File: src/rtl/rx_elastic_ctrl.sv
// rx_elastic_ctrl
//   Pointer and rate-match controller for the 72-bit PCS RX dual-port FIFO.
//   It drives the memory addresses and write enable, and tracks occupancy and
//   empty/full. It also keeps the fill between two watermarks by working on
//   XGMII idle columns:
//     - When the FIFO is high, an incoming idle column is deleted (not written).
//     - When the FIFO is low, an idle column at the head is presented twice
//       (replayed). Only one replay is allowed per head word.
//   Everything runs in the single wclk domain. The memory has a combinational
//   read, so head_data is the word at raddr.
//
// Ports
//   wclk       clock; all logic is rising-edge
//   wrst_n     synchronous active-low reset
//   wr_en      push request; the memory takes wdata in the same cycle
//   wr_data    copy of the write word, used only to detect idle columns
//   rd_en      pop request from the consumer
//   head_data  memory rdata (word at raddr), used only to detect idle columns
//   waddr      memory write address
//   raddr      memory read address
//   wclken     memory write enable
//   wfull      FIFO full; also the memory write inhibit
//   rempty     FIFO empty; head_data is invalid while high
//   level      occupancy, 0 .. 2^ADDRSIZE
//   rd_ins     this rd_en was served as an idle replay (read pointer held)
//   drop_cnt   saturating count of deleted idle columns
//   ins_cnt    saturating count of replayed idle columns
//   ovf        sticky: push attempted while full
//   udf        sticky: pop attempted while empty
module rx_elastic_ctrl #(
  parameter int DATASIZE = 72,
  parameter int ADDRSIZE = 7,
  parameter int HI_WM    = 96,
  parameter int LO_WM    = 32,
  parameter int CNTW     = 16
) (
  input  logic                wclk,
  input  logic                wrst_n,
  input  logic                wr_en,
  input  logic [DATASIZE-1:0] wr_data,
  input  logic                rd_en,
  input  logic [DATASIZE-1:0] head_data,
  output logic [ADDRSIZE-1:0] waddr,
  output logic [ADDRSIZE-1:0] raddr,
  output logic                wclken,
  output logic                wfull,
  output logic                rempty,
  output logic [ADDRSIZE:0]   level,
  output logic                rd_ins,
  output logic [CNTW-1:0]     drop_cnt,
  output logic [CNTW-1:0]     ins_cnt,
  output logic                ovf,
  output logic                udf
);

  localparam logic [ADDRSIZE:0]   HI_LVL   = (ADDRSIZE+1)'(HI_WM);
  localparam logic [ADDRSIZE:0]   LO_LVL   = (ADDRSIZE+1)'(LO_WM);
  // All eight lanes are control, and every lane carries the /I/ code 0x07.
  localparam logic [DATASIZE-1:0] IDLE_COL = DATASIZE'({8'hFF, {8{8'h07}}});

  function automatic logic is_idle(input logic [DATASIZE-1:0] w);
    return (w == IDLE_COL);
  endfunction

  function automatic logic [CNTW-1:0] sat_inc(input logic [CNTW-1:0] c);
    return (&c) ? c : c + CNTW'(1);
  endfunction

  // The pointers carry one extra wrap bit. This lets full and empty be told
  // apart when the low address bits are equal.
  logic [ADDRSIZE:0] wptr;
  logic [ADDRSIZE:0] rptr;
  logic              rep_done;

  logic              do_del;
  logic              do_rep;
  logic              do_pop;

  assign waddr  = wptr[ADDRSIZE-1:0];
  assign raddr  = rptr[ADDRSIZE-1:0];
  assign level  = wptr - rptr;
  assign rempty = (wptr == rptr);
  assign wfull  = (wptr[ADDRSIZE] != rptr[ADDRSIZE]) &&
                  (wptr[ADDRSIZE-1:0] == rptr[ADDRSIZE-1:0]);

  // The push and pop decisions both use the same pre-edge pointers. This means
  // a pop in the same cycle cannot make room for a push that arrives when the
  // FIFO is full. It also means a push cannot feed a pop that arrives when the
  // FIFO is empty.
  assign do_del = wr_en && !wfull && (level >= HI_LVL) && is_idle(wr_data);
  assign do_rep = rd_en && !rempty && (level <= LO_LVL) && is_idle(head_data) &&
                  !rep_done;
  assign do_pop = rd_en && !rempty && !do_rep;

  // Both strobes are gated by reset, so the memory and the consumer see
  // nothing while reset is held, even mid-stream.
  assign wclken = wrst_n && wr_en && !wfull && !do_del;
  assign rd_ins = wrst_n && do_rep;

  // ---- write side: pointer, idle deletion, overflow ----
  always_ff @(posedge wclk) begin
    if (!wrst_n) begin
      wptr     <= '0;
      drop_cnt <= '0;
      ovf      <= 1'b0;
    end else begin
      if (wclken) begin
        wptr <= wptr + 1'b1;
      end
      if (do_del) begin
        drop_cnt <= sat_inc(drop_cnt);
      end
      if (wr_en && wfull) begin
        ovf <= 1'b1;
      end
    end
  end

  // ---- read side: pointer, idle replay, underflow ----
  always_ff @(posedge wclk) begin
    if (!wrst_n) begin
      rptr     <= '0;
      rep_done <= 1'b0;
      ins_cnt  <= '0;
      udf      <= 1'b0;
    end else begin
      if (do_rep) begin
        // Hold the head word for one more read. rep_done makes sure the next
        // read of this same word advances the pointer.
        rep_done <= 1'b1;
        ins_cnt  <= sat_inc(ins_cnt);
      end else if (do_pop) begin
        rptr     <= rptr + 1'b1;
        rep_done <= 1'b0;
      end
      if (rd_en && rempty) begin
        udf <= 1'b1;
      end
    end
  end

endmodule

File: config.mk
export PLATFORM = sky130hd
export DESIGN_NAME = rx_elastic_ctrl
export DESIGN_NICKNAME = d
export VERILOG_FILES = /design/src/rtl/rx_elastic_ctrl.sv
export SDC_FILE = /design/constraint.sdc
export NUM_CORES = 1
export LEC_CHECK = 0
export ABC_AREA = 1
export CAP_MARGIN = 20
export CORE_MARGIN = 2
export CORE_UTILIZATION = 25
export DETAILED_ROUTE_END_ITERATION = 16
export GPL_TIMING_DRIVEN = 0
export PLACE_DENSITY = 0.68
export SLEW_MARGIN = 20
export SYNTH_ARGS = -nofsm -noshare
export SYNTH_HDL_FRONTEND = slang
export SYNTH_SLANG_ARGS = --single-unit
File: constraint.sdc
create_clock -name wclk -period 2.2 [get_ports wclk]
set_input_delay 0.44 -clock wclk [delete_from_list [all_inputs] [get_ports wclk]]
set_output_delay 0.44 -clock wclk [all_outputs]
set_load 0.05 [all_outputs]
Figure 1. Clock wiring as the flow saved it (run 1).
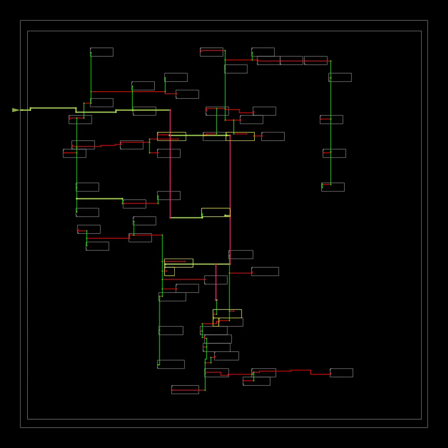
TritonCTS Buffers: 5
Power Clock: 778 µW
clk_lat worst skew: 0.30 ns

Figure 2. Pin placement (run 1).
Pins as bars across the die edge, other pins in gray.
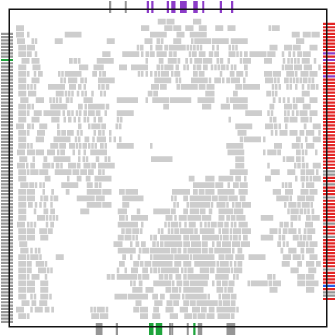
ins_cnt: in purple, pins 16, direction output, edge 13 top, 3 right. waddr: in green, pins 7, direction output, edge 6 bottom, 1 left. head_data: in red, pins 72, direction input, edge right. rempty: in blue, pins 1, direction output, edge right.

Figure 3. Routed clock nets over the placement (run 1).
The bar under the picture is 50 µm long.
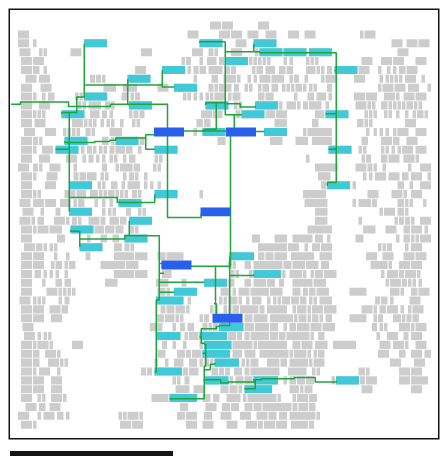
clock drivers: in blue, count 5. clock wires: in green, length 783 µm. flip-flops: in cyan, count 51.
There are 6 routed clock nets.
Worst Clk Skew: 0.0110 ns
clock power share: 20.8%

==> metrics.yaml, run 1 <==
status: "finished, violations left"
violations: "negative setup slack"
clockBufferDepth: 2
path_class: "flop to flop"
layout_top_cell: "clkdlybuf4s50_1"
dr.pass1.iters: 5
place.gp.congestion: 0.877
nets: 1088
rrSetupSlack_ns: -0.53
finalSetupViolations: 54
fp.dieH_um: 131
drtIter0Drc: 128
dpl.hpwl_um: 11200
critPathArrivalTime_ns: 2.91
worstMarginPinSlew_ns: 0.823
hp-class: "flop to flop"
edf_count: 0
max_clock_freq_mhz: 366
via_per_inst: 4.45
core_area_um2: 15900
slew_headroom_pct: 45.1
wl_met2_um: 7270
synthCells: 660
gr-usage-all-layers_pct: 16.0
rr_worst_depth: 21
via_count: 5095
fin_ws_ns: -0.535
syn_avg_cell_area_um2: 6.13
grt.busiest_layer: "met2"
warning_count: 29
tns_ns: -13.29
drt-total-wl_um: 14900
initCoreUtil_pct: 25.5
drc: 0
==> run 1: kinds of logic after synthesis <==
kind of cell | after synthesis | synth area share (%)
buf+inv | 131 | 13.8
simple gates | 400 | 47.0
compound gates | 48 | 6.12
xor+xnor | 18 | 3.89
fa+ha+maj | 12 | 3.89
flops | 51 | 25.2
==> run 1: Yosys cell counts, types with 5 or more instances <==
library cell	number	share of area [%]
inv_2	6	0.56
nand2_2	7	1.1
xnor2_1	8	1.7
o21ai_0	9	1.1
buf_4	14	2.6
nand2_4	5	1.4
ha_1	11	3.4
nand4_1	31	4.8
a21oi_1	33	4.1
inv_1	102	9.5
dfxtp_1	51	25
nor3_1	18	2.2
nor4_1	13	2.0
nand3_1	39	4.8
nor2_1	106	9.8
xor2_1	10	2.2
nand2_1	149	14
==> run 1: cell type report <==
cell class | instances | area, µm²
inverters | 109 | 443
well taps | 216 | 270
multi-input cells | 478 | 2940
fillers | 1536 | 8270
clock inverters | 2 | 13.8
plain buffers | 22 | 158
clock buffers | 5 | 125
repair buffers | 261 | 2610
flip-flops and latches | 51 | 1060
==> run 1: report_power, final <==
part | switching [µW] | total, µW | internal [µW]
logic | 1030 | 2000 | 973
clock network | 361 | 778 | 417
registers | 19.2 | 956 | 937
==> run 1: what timing repair did <==
item	CTS	global route
gates resized	144	88
setup endpoints to repair	59	59
gates cloned	1	1
pin swaps	23	31
setup buffers	31	26
hold buffers	0	0
==> run 1: worst max-delay path: cells and delay by family (launching register included) <==
kind            cells  cell delay (ns)
buf+inv             9             0.95
simple gates        8             0.60
fa+ha+maj           2             0.48
flops               1             0.36
compound gates      2             0.26
==> run 1: sequential cells by signal, indices dropped and copies added, names as in the netlist <==
name	cells
ins_cnt	16
wptr	8
udf	1
ovf	1
drop_cnt	16
rptr	8
rep_done	1
Figure 4. Sequential cells grouped by signal name (run 1).
Other sequential cells in the stronger gray, the rest of the logic in the fainter gray.
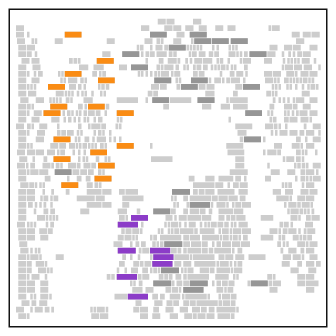

==> run 2: changes to the inputs <==
CORE_MARGIN = not set   (was 2)
Figure 5. Sequential cells grouped by signal name (run 2).
Other sequential cells in the stronger gray, the rest of the logic in the fainter gray.
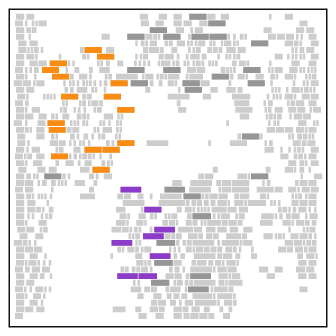
wptr: in purple, flops 8, where bottom center. drop_cnt: in orange, flops 16.
Another 27 sequential cells are not colored.

==> metrics.yaml, run 2 <==
p_sw_uw: 1360
synth.top_cell.area_share_pct: 25.2
clockBufferDepth: 2
fp.dieH_um: 129
nets: 1065
fin_ws_ns: -0.522
critPathTopFamily: "simple AND/OR/NAND/NOR gates"
rrSetupSlack_ns: -0.25
core_area_um2: 15800
path_buffers: 4
synthCells: 660
finalSetupViolations: 40
violations: "negative setup slack"
drtIter0Drc: 131
crit_cells: 16
syn_avg_cell_area_um2: 6.13
place.gp.congestion: 0.852
combPwrFrac_pct: 48.1
critPathArrivalTime_ns: 2.28
status: "finished, violations left"
Figure 6. Metal layers overlaid (run 2).
The bar under the picture is 50 µm long.
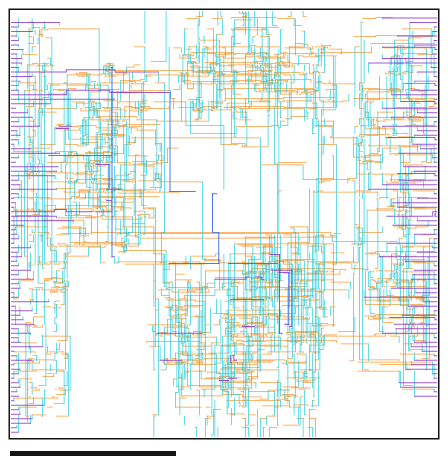
metal 3: in purple, wire length 1,360 µm. metal 4: in blue, wire length 174 µm. metal 1: in orange, wire length 5,900 µm. metal 2: in cyan, wire length 7,370 µm.
Total GRT Usage: 16.9%
DR WL/cell: 13.2 µm

## run 2: logic make-up after synthesis
kind of cell / synth area share [%]
flops: 25.2
simple gates: 47.0
compound gates: 6.12
xor+xnor: 3.89
buf+inv: 13.8
fa+ha+maj: 3.89
## run 2: layout make-up
class                   instances  area, µm²  area share (%)
well taps                     216        270            3.65
multi-input cells             479       2940            39.7
inverters                     109        438            5.91
flip-flops and latches         51       1060            14.3
plain buffers                  22        158            2.13
clock buffers                   6        139            1.87
clock inverters                 2       38.8           0.524
repair buffers                237       2360            31.9
## run 2: worst max-delay path by stage
| stage | to |
|---|---|
| final | wclken |
| after detailed placement | rd_ins |
| after CTS | rd_ins |
| after global placement | rd_ins |
| after floorplan | rd_ins |
| after global routing | wclken |
## run 2: per-layer routing
layer	share of wire [%]	vias to the layer above	global-route usage, %	routed length, µm
met5	0	-	0	0
met2	50	222	32.4	7370
met3	9.2	15	4.54	1360
li1	-	2593	-	-
met4	1.2	0	3.60	173
met1	40	2232	18.4	5900
## run 2: power by group through the flow
stage	sequential [µW]	combinational [µW]	clock (µW)
finish	957	1760	942
global route	959	1870	1000
CTS	955	1690	963
detailed placement	984	1410	0
global placement	984	1410	0
floorplan	993	839	0
## run 2: what timing repair did
item                       in CTS  in global routing
resized                       155                 65
setup buffers                  25                 11
cloned                          2                  0
pin swaps                      29                 14
setup endpoints to repair      59                 58
## run 2: worst reg2reg max path: stages (launching register included)
cell and delay [ns]:
dfxtp_4 0.35, inv_4 0.06, ha_4 0.11, inv_2 0.03, fa_2 0.37, nand2_2 0.10
nand2_4 0.06, nand3b_4 0.09, nand2_4 0.06, nand2_4 0.10, nand2_8 0.06, buf_6 0.12
nor2_8 0.14, nand3_4 0.10, nor2_4 0.22, buf_6 0.16, nand3_2 0.06, nand2_1 0.08
nor2_1 0.03
==> run 3: changes to the inputs <==
CAP_MARGIN = 25   (was 20)
Figure 7. Pin placement (run 3).
Pins as bars across the die edge, other pins in gray.
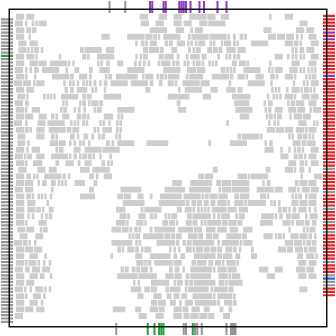
ins_cnt: in purple, pins 16, direction output, edge 13 top, 3 right. waddr: in green, pins 7, direction output, edge 6 bottom, 1 left. rempty: in blue, pins 1, direction output, edge right. head_data: in red, pins 72, direction input, edge right.

Figure 8. Routed clock nets over the placement (run 3).
The bar under the picture is 50 µm long.
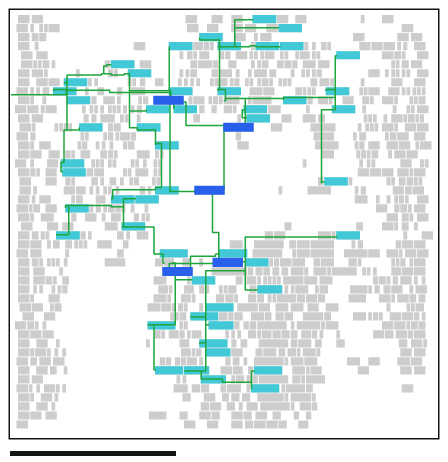
flip-flops: in cyan, count 51. clock drivers: in blue, count 5. clock wires: in green, length 774 µm.
There are 6 routed clock nets.

==> metrics.yaml, run 3 <==
status: "finished, violations left"
violations: "negative setup slack"
synth.top_cell.area_share_pct: 25.2
finalSetupViolations: 40
drc: 0
critPathCapture: "wclken"
wire_per_inst_um: 13.2
initCoreUtil_pct: 25.6
worstMarginPinSlew_ns: 0.805
top_cell: "nand2_1"
cts_buffers: 5
critPathArrivalTime_ns: 2.28
reg_top3: "drop_cnt (16), ins_cnt (16)"
edf_count: 0
path_buffers: 4
critPathTopFamily: "simple AND/OR/NAND/NOR gates"
via_count: 5062
slew_headroom_pct: 46.3
max_clock_freq_mhz: 367
gr-usage-all-layers_pct: 16.9
path_class: "flop to output pin"
rrSetupSlack_ns: -0.25
drtIter0Drc: 131
dpl.hpwl_um: 11200
fp.dieH_um: 129
warning_count: 29
fin_ws_ns: -0.522
ctsHoldBuffers: 0
dr.pass1.iters: 4
run 3: logic make-up (layout without fill, tap and decap cells):
family,Yosys count,in the layout,share of synthesized area (%)
compound gates,48,48,6.12
flops,51,51,25.2
xor+xnor,18,18,3.89
buf+inv,131,376,13.8
fa+ha+maj,12,12,3.89
simple gates,400,401,47.0
run 3: worst min-delay path, cell delays in order (launching register included):
cell,delay [ns]
dfxtp_1,0.34
a21oi_1,0.05
nor2_1,0.07
run 3: per-stage QoR:
stage | total power (µW) | area, µm² | hold slack [ns] | utilization, %
after global routing | 3830 | 7410 | 0.506 | 46.8
after floorplan | 1830 | 4150 | 0.457 | -
after detailed placement | 2400 | 6480 | 0.470 | 40.9
final | 3660 | 7410 | 0.484 | 46.8
after global placement | 2390 | 6480 | 0.451 | 40.9
after CTS | 3610 | 7200 | 0.484 | 45.5
run 3: where the power goes:
| part | switching (µW) | internal (µW) | total [µW] |
|---|---|---|---|
| combinational | 967 | 794 | 1760 |
| clock | 369 | 573 | 942 |
| sequential | 22.5 | 935 | 957 |
| total | 1360 | 2300 | 3660 |
run 3: cell type report:
type	count	area [µm²]
Buffer	22	158
Inverter	109	438
Tap cell	216	270
Sequential cell	51	1060
Clock buffer	6	139
Multi-Input combinational cell	479	2940
Timing Repair Buffer	237	2360
Fill cell	1571	8420
Clock inverter	2	38.8
run 3: layer usage:
metal / GRT usage (%) / vias up / wire length, µm
met1: 18.4 / 2232 / 5900
li1: - / 2593 / -
met5: 0 / - / 0
met4: 3.60 / 0 / 173
met3: 4.54 / 15 / 1360
met2: 32.4 / 222 / 7370
run 3: what timing repair did:
action,CTS,global route
pin swaps,29,14
setup buffers,25,11
resized,155,65
endpoints found under the setup margin,59,58
gates cloned,2,0
Power figures rest on the tool's default switching activity, not on a simulated workload.
